--- src/rtl/inst_prefetch.sv ---
// Sequential instruction prefetcher: runs ahead of the controller's PC into a small FIFO
// and redirects on branches. Optional hit/miss statistics are built with PREFETCH_STATS_EN.
//
// state | meaning
// IDLE  | no memory request outstanding
// BUSY  | one request outstanding, its data will be pushed into the FIFO
// DROP  | one request outstanding, its data will be discarded (stale after a redirect)
module inst_prefetch #(
    parameter int DEPTH = 4
) (
    input  logic        clk,
    input  logic        rst,
    input  logic [15:0] cpu_pc,
    input  logic        cpu_fetch,
    output logic [15:0] cpu_inst,
    output logic        cpu_valid,
    output logic        mem_req,
    output logic [15:0] mem_addr,
    input  logic        mem_ack,
    input  logic [15:0] mem_rdata,
    output logic [15:0] hit_cnt,
    output logic [15:0] miss_cnt
);

    localparam int PW = $clog2(DEPTH);
    localparam int CW = $clog2(DEPTH) + 1;

    typedef enum logic [1:0] {
        IDLE = 2'd0,
        BUSY = 2'd1,
        DROP = 2'd2
    } state_t;

    state_t        state;
    logic [15:0]   fifo_addr [DEPTH];
    logic [15:0]   fifo_data [DEPTH];
    logic [PW-1:0] rd_ptr;
    logic [PW-1:0] wr_ptr;
    logic [CW-1:0] count;
    logic [15:0]   pf_addr;

    logic [15:0]   head_addr;
    logic [15:0]   head_data;
    logic [15:0]   e_addr;
    logic          hit;
    logic          miss;
    logic          push;

    assign head_addr = fifo_addr[rd_ptr];
    assign head_data = fifo_data[rd_ptr];

    // Address the controller should be asking for if no redirect happened.
    always_comb begin
        e_addr = pf_addr;
        if (count != '0)
            e_addr = head_addr;
        else if (state == BUSY)
            e_addr = mem_addr;
    end

    assign hit  = (count != '0) && cpu_fetch && (head_addr == cpu_pc);
    assign miss = cpu_fetch && (e_addr != cpu_pc);
    assign push = (state == BUSY) && mem_ack && !miss;

    assign cpu_valid = hit && !rst;
    assign cpu_inst  = cpu_valid ? head_data : 16'h0000;

    always_ff @(posedge clk) begin
        if (!rst && push) begin
            fifo_addr[wr_ptr] <= mem_addr;
            fifo_data[wr_ptr] <= mem_rdata;
        end
    end

    always_ff @(posedge clk) begin
        if (rst) begin
            state    <= IDLE;
            count    <= '0;
            rd_ptr   <= '0;
            wr_ptr   <= '0;
            pf_addr  <= 16'h0000;
            mem_req  <= 1'b0;
            mem_addr <= 16'h0000;
        end else if (miss) begin
            count   <= '0;
            rd_ptr  <= '0;
            wr_ptr  <= '0;
            pf_addr <= cpu_pc;
            case (state)
                BUSY, DROP: begin
                    if (mem_ack) begin
                        state   <= IDLE;
                        mem_req <= 1'b0;
                    end else begin
                        state <= DROP;
                    end
                end
                default: state <= IDLE;
            endcase
        end else begin
            if (hit)
                rd_ptr <= rd_ptr + PW'(1);
            if (push)
                wr_ptr <= wr_ptr + PW'(1);
            case ({push, hit})
                2'b10:   count <= count + CW'(1);
                2'b01:   count <= count - CW'(1);
                default: count <= count;
            endcase

            case (state)
                IDLE: begin
                    if (count < CW'(DEPTH)) begin
                        mem_req  <= 1'b1;
                        mem_addr <= pf_addr;
                        pf_addr  <= pf_addr + 16'd1;
                        state    <= BUSY;
                    end
                end
                BUSY, DROP: begin
                    if (mem_ack) begin
                        mem_req <= 1'b0;
                        state   <= IDLE;
                    end
                end
                default: state <= IDLE;
            endcase
        end
    end

`ifdef PREFETCH_STATS_EN
    always_ff @(posedge clk) begin
        if (rst) begin
            hit_cnt  <= 16'h0000;
            miss_cnt <= 16'h0000;
        end else begin
            if (hit && hit_cnt != 16'hFFFF)
                hit_cnt <= hit_cnt + 16'd1;
            if (miss && miss_cnt != 16'hFFFF)
                miss_cnt <= miss_cnt + 16'd1;
        end
    end
`else
    assign hit_cnt  = 16'h0000;
    assign miss_cnt = 16'h0000;
`endif

endmodule
--- config.mk ---
export PLATFORM = sky130hd
export DESIGN_NAME = inst_prefetch
export DESIGN_NICKNAME = d
export VERILOG_FILES = /design/src/rtl/inst_prefetch.sv
export SDC_FILE = /design/constraint.sdc
export NUM_CORES = 1
export LEC_CHECK = 0
export CAP_MARGIN = 20
export CORE_MARGIN = 2
export CORE_UTILIZATION = 55
export DETAILED_ROUTE_END_ITERATION = 8
export PLACE_DENSITY_LB_ADDON = 0.3
export SETUP_SLACK_MARGIN = 0.4
export SLEW_MARGIN = 40
export SYNTH_ARGS = -nofsm -noshare
export SYNTH_HDL_FRONTEND = slang
export SYNTH_SLANG_ARGS = --single-unit
--- constraint.sdc ---
create_clock -name clk -period 4.44 [get_ports clk]
set_clock_uncertainty 0.15 [all_clocks]
set_input_delay 0.888 -clock clk [delete_from_list [all_inputs] [get_ports clk]]
set_output_delay 0.888 -clock clk [all_outputs]
set_load 0.02 [all_outputs]
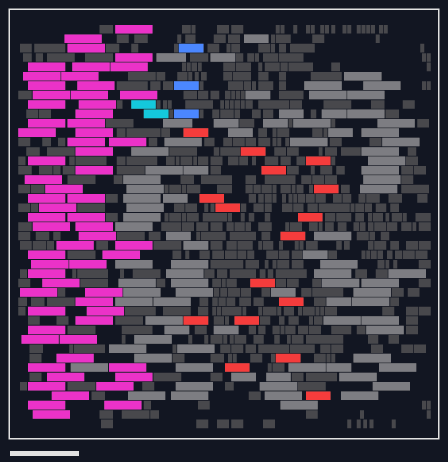
(images/registers.png)
Bar = 20 µm.
legend:
  red:
    netlist_name: `pf_addr`
    flops: 16
  blue:
    netlist_name: `count`
    flops: 3
  cyan:
    netlist_name: `rd_ptr`
    flops: 2
  magenta:
    netlist_name: `fifo_data`
    flops: 64
    where: a column on the left

==> flow_summary.json <==
{
  "status": "complete, no violations",
  "core_util_floorplan_pct": 56.5,
  "worst_slew_pin_slew_ps": 788,
  "core_area_um2": 14000,
  "fin_nets": 729,
  "rsz0062_at_grt": "true",
  "fillCellCount": 974,
  "total_power_uw": 3420,
  "fin_setup_tns_ps": 0,
  "cts_buffer_depth": 2,
  "avgRoutedWirePerCell_um": 19.7,
  "grt_usage_pct": 23.4,
  "top_logic_kind": "multiplexers",
  "clk_pin_slew_ps": 60,
  "layout_top_cell": "edfxtp_1",
  "fmax_mhz": 236,
  "finalHoldViolations": 0,
  "ys_sh_simple_pct": 8.88,
  "worst-endpoint-required_ps": 3400,
  "largest_registers": "fifo_addr: 64 flops, fifo_data: 64 flops",
  "cts_root_buf": "clkbuf_16",
  "layout_top_cells": "edfxtp_1, mux2i_1, clkdlybuf4s50_1",
  "timing.final.crit_period_ps": 4240,
  "r2r_cells": 17,
  "cp-end-kind": "output port",
  "grt_first_pass_wirelength_um": 25800,
  "totalWireLength_um": 17200,
  "post-place-ws_ps": -250,
  "edf_count": 128
}
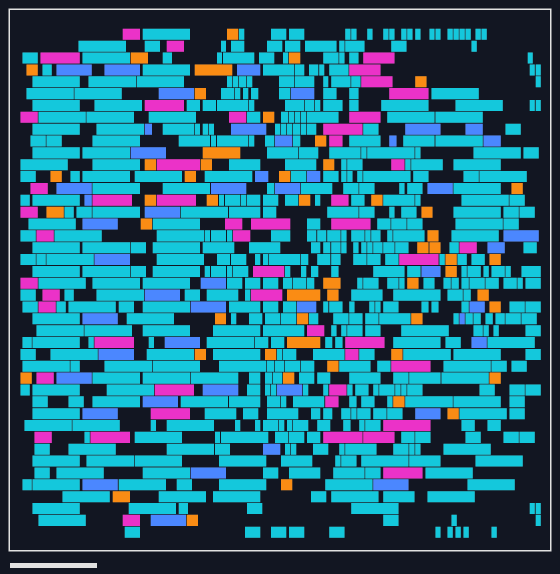
(images/drive_strength.png)
Bar = 20 µm.
legend:
  cyan:
    size: drive 1 or less
    cells: 547
    share: 79%
  magenta:
    size: drive 6 and up
    cells: 49
    share: 7.1%
  blue:
    size: drive 2
    cells: 47
    share: 6.8%
  orange:
    size: drive 3 to 4
    cells: 52
    share: 7.5%

==> layout make-up <==
type	count	area, µm²	area share (%)
timing repair buffer	120	1210	12.5
clock inverter	14	118	1.22
multi-input combinational	357	2910	30.1
inverter	14	52.6	0.543
tap	180	225	2.33
sequential	172	4730	48.9
clock buffer	18	429	4.43
==> layer usage <==
| layer | vias to the layer above | global-route usage, % | part of all wire (%) |
|---|---|---|---|
| li1 | 2265 | - | - |
| met1 | 2404 | 30.3 | 41 |
| met2 | 193 | 38.3 | 49 |
| met3 | 41 | 5.17 | 7.0 |
| met4 | 0 | 10.3 | 2.8 |
| met5 | - | 0 | 0 |
==> where the power goes <==
group	internal [µW]	leakage, µW	total (µW)	switching, µW
sequential	1740	0.00159	1770	28.7
combinational	117	0.00170	261	144
clock	772	0.000266	1390	614
==> stage by stage <==
stage / std cells / instance area [µm²]
3_3_place_gp: 829 / 8890
2_1_floorplan: 603 / 8020
4_1_cts: 870 / 9570
6_report: 875 / 9680
5_1_grt: 875 / 9680
3_5_place_dp: 829 / 8890
==> final timing paths <==
kind,endpoint,slack [ps],startpoint
max,cpu_inst[3],200,cpu_pc[8]
min,mem_req,360,mem_req
min reg2reg,mem_req,360,mem_req
max reg2reg,count[2],550,flip-flop
==> critical path, stage by stage <==
cell and delay, ps:
clkdlybuf4s50_1 560, buf_4 150, o22ai_1 50, nor3_1 310, o211ai_1 220, nor4_4 330, buf_6 160, buf_12 100
buf_16 120, and3_1 180, buf_6 130
==> what timing repair did <==
item                                    CTS  global route
cloned                                    1             0
endpoints found under the setup margin   17            18
pin swaps                                 7             1
resized                                 107            15
buffers inserted                          8             5
hold buffers                              0             0
Power is estimated from default activity; no workload was simulated.
